$ cat config.mk
export PLATFORM = sky130hd
export DESIGN_NAME = dvp_cam_tx
export DESIGN_NICKNAME = d
export VERILOG_FILES = /design/src/rtl/dvp_tx_pkg.sv /design/src/rtl/dvp_tx_timing.sv /design/src/rtl/dvp_cam_tx.sv
export SDC_FILE = /design/constraint.sdc
export NUM_CORES = 1
export LEC_CHECK = 0
export CORE_MARGIN = 5
export CORE_UTILIZATION = 38
export DETAILED_ROUTE_END_ITERATION = 16
export PLACE_DENSITY = 0.58
export SYNTH_ARGS = -nofsm -noshare
export SYNTH_HDL_FRONTEND = slang
export SYNTH_SLANG_ARGS = --single-unit
$ cat constraint.sdc
create_clock -name clk -period 2.4 [get_ports clk]
set_input_delay 0.72 -clock clk [delete_from_list [all_inputs] [get_ports clk]]
set_output_delay 0.72 -clock clk [all_outputs]
set_load 0.05 [all_outputs]
$ cat src/rtl/dvp_tx_pkg.sv
// Shared types for the DVP camera transmitter.
// Frame phases and the byte-order helper used by the output mux.
package dvp_tx_pkg;

  typedef enum logic [2:0] {
    IDLE,
    VSYNC,
    VBACK,
    ACTIVE,
    VFRONT
  } state_t;

  localparam bit HI_FIRST = 1'b1;

  function automatic logic [7:0] pick_byte(
    input logic [15:0] pix,
    input logic        second
  );
    return (second ^ !HI_FIRST) ? pix[7:0] : pix[15:8];
  endfunction

endpackage

$ cat src/rtl/dvp_tx_timing.sv
// DVP frame timing: byte phase, line/column counters and frame FSM.
// Sync outputs move only at the end of a byte slot (ph 1 -> 0).
module dvp_tx_timing
  import dvp_tx_pkg::*;
#(
  parameter int H_ACTIVE     = 1280,
  parameter int H_BLANK      = 64,
  parameter int V_ACTIVE     = 720,
  parameter int VSYNC_LINES  = 4,
  parameter int VBACK_LINES  = 16,
  parameter int VFRONT_LINES = 4,
  parameter bit VSYNC_POL    = 1'b1
) (
  input  logic clk,
  input  logic rstn,
  input  logic enable,
  output logic ph,
  output logic href,
  output logic vsync,
  output logic fetch,
  output logic first,
  output logic frame_done,
  output logic resync,
  output logic busy
);

  localparam int LINE = 2 * H_ACTIVE + H_BLANK;
  localparam int CW   = $clog2(LINE + 1);
  localparam int LSUM = V_ACTIVE + VSYNC_LINES
                      + VBACK_LINES + VFRONT_LINES;
  localparam int LW   = $clog2(LSUM + 1);

  state_t          state;
  state_t          n_state;
  logic [CW-1:0]   col;
  logic [CW-1:0]   n_col;
  logic [LW-1:0]   row;
  logic [LW-1:0]   n_row;
  logic [LW-1:0]   lines;
  logic            last_col;
  logic            last_row;
  logic            pix_next;
  logic            frame_end;

  always_comb begin
    unique case (state)
      VSYNC:   lines = LW'(VSYNC_LINES);
      VBACK:   lines = LW'(VBACK_LINES);
      ACTIVE:  lines = LW'(V_ACTIVE);
      VFRONT:  lines = LW'(VFRONT_LINES);
      default: lines = LW'(1);
    endcase
  end

  assign last_col = (col == CW'(LINE - 1));
  assign last_row = (row == lines - 1'b1);

  // Position of the slot that follows the current one.
  always_comb begin
    n_state = state;
    n_col   = col + 1'b1;
    n_row   = row;
    if (state == IDLE) begin
      n_col = '0;
      if (enable) n_state = VSYNC;
    end else if (last_col) begin
      n_col = '0;
      n_row = row + 1'b1;
      if (last_row) begin
        n_row = '0;
        unique case (state)
          VSYNC:   n_state = VBACK;
          VBACK:   n_state = ACTIVE;
          ACTIVE:  n_state = VFRONT;
          default: n_state = enable ? VSYNC : IDLE;
        endcase
      end
    end
  end

  // Next slot carries the high byte of an active pixel.
  assign pix_next  = (n_state == ACTIVE)
                   && (n_col < CW'(2 * H_ACTIVE))
                   && !n_col[0];
  assign frame_end = (state == VFRONT) && last_col && last_row;

  always_ff @(posedge clk or negedge rstn) begin
    if (!rstn) begin
      ph         <= 1'b0;
      state      <= IDLE;
      col        <= '0;
      row        <= '0;
      href       <= 1'b0;
      vsync      <= !VSYNC_POL;
      fetch      <= 1'b0;
      first      <= 1'b0;
      frame_done <= 1'b0;
    end else begin
      ph         <= !ph;
      fetch      <= !ph && pix_next;
      first      <= !ph && pix_next
                    && (n_row == '0) && (n_col == '0);
      frame_done <= !ph && frame_end;
      if (ph) begin
        state <= n_state;
        col   <= n_col;
        row   <= n_row;
        href  <= (n_state == ACTIVE)
                 && (n_col < CW'(2 * H_ACTIVE));
        vsync <= (n_state == VSYNC) ? VSYNC_POL
                                    : !VSYNC_POL;
      end
    end
  end

  assign resync = (state == VSYNC) || (state == VBACK);
  assign busy   = (state != IDLE);

endmodule

$ cat src/rtl/dvp_cam_tx.sv
// DVP camera emulator: RGB565 ready/valid stream in, 8-bit DVP out.
// Holds the pixel handshake, pixel register, byte mux and error pulses.
module dvp_cam_tx
  import dvp_tx_pkg::*;
#(
  parameter int H_ACTIVE     = 1280,
  parameter int H_BLANK      = 64,
  parameter int V_ACTIVE     = 720,
  parameter int VSYNC_LINES  = 4,
  parameter int VBACK_LINES  = 16,
  parameter int VFRONT_LINES = 4,
  parameter bit VSYNC_POL    = 1'b1
) (
  input  logic        clk,
  input  logic        rstn,
  input  logic        enable,
  input  logic [15:0] pix_data,
  input  logic        pix_valid,
  input  logic        pix_sof,
  output logic        pix_ready,
  output logic        cam_pclk,
  output logic        cam_vsync,
  output logic        cam_href,
  output logic [7:0]  cam_data,
  output logic        frame_done,
  output logic        underflow,
  output logic        sof_err,
  output logic        busy
);

  logic        ph;
  logic        fetch;
  logic        first;
  logic        resync;
  logic        lo_next;
  logic [15:0] pix_q;
  logic [15:0] pix_in;

  dvp_tx_timing #(
    .H_ACTIVE    (H_ACTIVE),
    .H_BLANK     (H_BLANK),
    .V_ACTIVE    (V_ACTIVE),
    .VSYNC_LINES (VSYNC_LINES),
    .VBACK_LINES (VBACK_LINES),
    .VFRONT_LINES(VFRONT_LINES),
    .VSYNC_POL   (VSYNC_POL)
  ) u_timing (
    .clk       (clk),
    .rstn      (rstn),
    .enable    (enable),
    .ph        (ph),
    .href      (cam_href),
    .vsync     (cam_vsync),
    .fetch     (fetch),
    .first     (first),
    .frame_done(frame_done),
    .resync    (resync),
    .busy      (busy)
  );

  assign cam_pclk = ph;

  // Before the first fetch, non-sof pixels are drained so the
  // stream realigns on the next sof pixel.
  assign pix_ready = fetch
                   | (resync & pix_valid & !pix_sof);

  assign underflow = fetch & !pix_valid;
  assign sof_err   = fetch & pix_valid
                   & (first ? !pix_sof : pix_sof);

  assign pix_in = pix_valid ? pix_data : 16'h0000;

  always_ff @(posedge clk or negedge rstn) begin
    if (!rstn) begin
      pix_q    <= 16'h0000;
      lo_next  <= 1'b0;
      cam_data <= 8'h00;
    end else if (ph) begin
      if (fetch) begin
        pix_q    <= pix_in;
        cam_data <= pick_byte(pix_in, 1'b0);
        lo_next  <= 1'b1;
      end else if (lo_next) begin
        cam_data <= pick_byte(pix_q, 1'b1);
        lo_next  <= 1'b0;
      end else begin
        cam_data <= 8'h00;
      end
    end
  end

endmodule
Figure 1. Cell classes on the final placement.
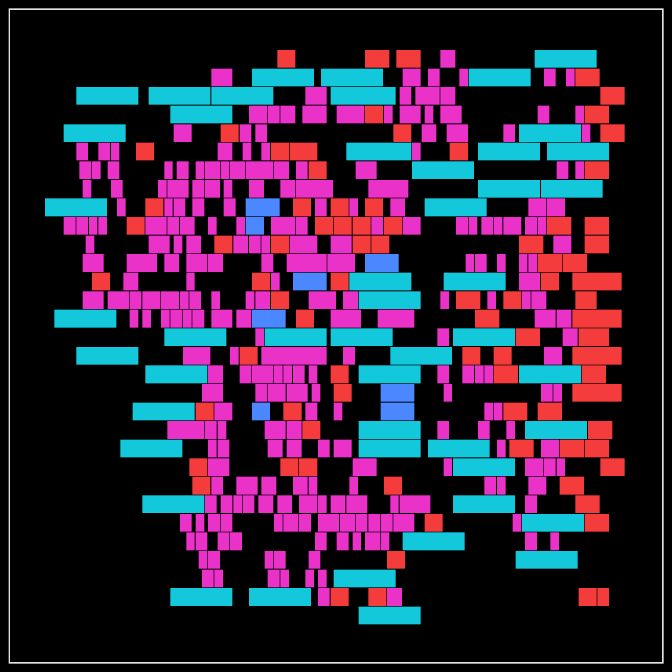
[other buffers and delay cells] red | cells: 82 | share of their area: 21%
[flops] cyan | cells: 48 | share of their area: 34%
[combinational and other logic] magenta | cells: 261 | share of their area: 43%
[clock drivers and dummy loads] blue | cells: 8 | share of their area: 2.7%
Finished Cell Area: 3710 µm²
fin util: 0.517
sequential cell area share: 0.324
row count: 31
Core Region: 7180 µm²

Figure 2. Sequential cells coloured by netlist name.
Other sequential cells in the stronger grey, the rest of the logic in the fainter grey.
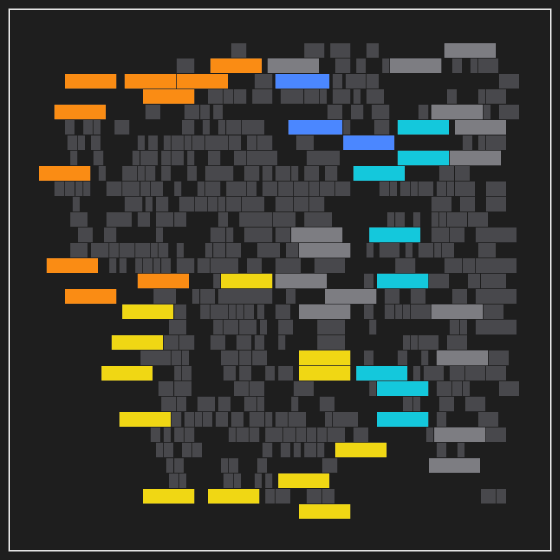
[u_timing.row] orange | sequential cells: 10 | where: upper left
[pix_q] cyan | sequential cells: 8
[u_timing.col] yellow | sequential cells: 12
[u_timing.state] blue | sequential cells: 3
not coloured: 15
sequential power: 0.000880 W
storage element area: 1200 µm²

Figure 3. Clock distribution.
Scale bar: 20 µm.
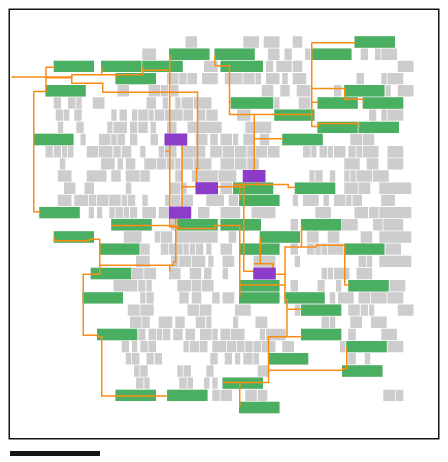
[clock wires] orange | length: 656 µm
[flip-flops] green | count: 48
[clock drivers] purple | count: 5
routed clock nets: 6
flops lie: widely spread

==> results.yml <==
# physical design summary
run_status:
  status: "finished, violations left"
  violations: "setup timing"
worst_setup_path:
  crit_fanout: 5
  critical_path.endpoint_type: "flop"
  start_kind: "flop"
  slowest_stage: "dfrtp_2"
  crit_path_max_incr_delay_ns: 0.45
  required_ns: 2.62
  crit_arrival_ns: 2.66
route:
  routed_wl_mm: 7.33
  wl_per_cell_um: 14.7
  post-route-drc-count: 0
  drt_iter0_drc: 126
  drt-pass1-iter-count: 4
  ant_nets: 0
global_routing:
  grt_first_pass_wirelength_mm: 11.8
  busiest_layer: "met2"
  antenna_found_initial: 0
  grtUsageMet2: 0.266
  met3_usage: 0.0300
  grt_max_degree: 49
  use_met1: 0.227
  grt_usage: 0.162
run:
  drv_cap: 0
  tool_warnings: 29
yosys:
  ys.flop_type: "dfrtp_1"
  yosysMostFrequentCell: "nand2_1"
  netlist_instances: 328
  topCellsByArea: "dfrtp_1 43%, o21ai_0 7.9%, nand2_1 6.7%"
  floorplan.nets: 351
  syn_area_um2: 2780
  ys_area_um2: 2780
  edf_count: 0
  yosys.area.top_type_share: 0.432
  ys_warn_count: 0
  ys_ff: 48
  yosys_cells: 328
  synth_top_cell_by_area: "dfrtp_1"
power_and_ir_drop:
  power_per_cell_area_nw_per_um2: 502
  cellLeakagePower_nw: 1.57
  p_total_w: 0.00186
  vdd.ir_drop.worst_mv: 0.201
die:
  die_h_um: 95.6
  io-pin-count: 37
  initial_core_util: 0.388
  die-width_um: 95.6
  die-area_um2: 9130
clock_tree:
  cts_tree: "built"
  clock-sinks: 48
  insertion_delay_ns: 0.30
  cts-htree-levels: 2
  cts_resized: 4
  cts-buffers-inserted: 5
finish:
  multiInputGateArea_um2: 1480
  area_delta_synth_final_pct: 33.4
  nFillCells: 672
  drive_gt1_frac: 0.193
  num_antenna_cells: 0
min_path:
  hold_class: "reg2reg"
sta:
  maxSlewViolCount: 0
  setup_viol_count_final: 2
  worst_pin_slew_ns: 0.615
  fmax_mhz: 409
  layout_min_cycle_time_ns: 2.44
  relSlewSlack: 0.590
  worst_slack_ns: -0.0423
placement:
  hpwlAfterDp_mm: 5.42
  portBuffers: 36
  place.gp.congestion: 0.872
  postPlaceCellArea_um2: 3540
-- cell usage in the layout (no fill, tap or decap), drive strengths merged, types with 3 or more instances in the layout --
master / synthesis / layout
clkdlybuf4s50: 0 / 28
a31oi: 7 / 7
or3: 3 / 3
a22oi: 8 / 8
nand2b: 3 / 3
and2: 6 / 6
buf: 4 / 52
inv: 15 / 15
mux2i: 4 / 4
xor2: 3 / 3
nand2: 50 / 50
and4: 3 / 3
a21oi: 10 / 10
xnor2: 6 / 6
nor3: 14 / 14
o31ai: 7 / 7
nor2: 21 / 21
nand3: 10 / 10
nand4: 5 / 5
clkbuf: 15 / 6
dfrtp: 48 / 48
and3: 6 / 6
mux2: 4 / 4
o21ai: 44 / 44
nor4: 3 / 3
-- worst paths after layout --
path | start | to | slack, ns | cells past startpoint
max | u_timing.state[2]$_DFFE_PN0P_ | u_timing.first$_DFF_PN0_ | -0.04 | 8
min | pix_q[4]$_DFFE_PN0P_ | pix_q[4]$_DFFE_PN0P_ | 0.49 | 2
max reg2reg | u_timing.state[2]$_DFFE_PN0P_ | u_timing.first$_DFF_PN0_ | -0.04 | 8
min reg2reg | pix_q[4]$_DFFE_PN0P_ | pix_q[4]$_DFFE_PN0P_ | 0.49 | 2
max in group asynchronous | rstn | u_timing.state[2]$_DFFE_PN0P_ | 1.44 | 2
min in group asynchronous | rstn | cam_data[4]$_DFFE_PN0P_ | 0.50 | 2
-- worst max-delay path: cells and delay by family, from the launching register on --
kind	cells	cell delay (ns)
AND-OR/OR-AND	5	1.30
AND/OR/NAND/NOR	2	0.56
flip-flops	1	0.45
buffers and inverters	1	0.05
-- cell families after synthesis --
kind of cell / Yosys count / synth area share
AND/OR/NAND/NOR: 128 / 0.222
AND-OR/OR-AND: 98 / 0.226
flip-flops: 48 / 0.432
buffers and inverters: 35 / 0.0522
XOR/XNOR: 9 / 0.0283
multiplexers: 8 / 0.0306
adder cells (fa/ha/maj): 2 / 0.00900
-- routing by layer --
layer  vias up  wire length (µm)
met5         -                 0
met4         0                26
met3         4               476
met2        82              3380
met1      1241              3450
li1       1328                 -
-- sequential cells by signal (all words and copies together) (netlist names), 3 cells and up --
signal / cells
pix_q: 8
u_timing.col: 12
u_timing.row: 10
cam_data: 8
u_timing.state: 3
-- metrics by stage --
stage	worst slack [ns]	std cells	TNS (ns)	hold WS, ns
after floorplan	-0.0207	328	-0.0207	0.424
after global placement	-0.0195	487	-0.0195	0.466
after detailed placement	-0.0375	487	-0.0619	0.479
after CTS	-0.0157	496	-0.0157	0.502
after global routing	-0.210	498	-0.334	0.527
final	-0.0423	498	-0.0456	0.493
-- layout make-up --
cell class,count,area share
clock inverter,2,0.00405
sequential,48,0.324
tap,99,0.0334
timing repair buffer,82,0.200
clock buffer,6,0.0223
multi-input combinational,245,0.400
inverter,16,0.0162
-- power by group --
group          switching, W  leakage, nW  internal, W  total [W]
Combinational      0.000242        0.924     0.000220   0.000462
Clock              0.000285       0.0434     0.000234   0.000519
Sequential        0.0000280        0.602     0.000852   0.000880
Total              0.000555         1.57      0.00131    0.00186
Power is estimated from default activity; no workload was simulated.
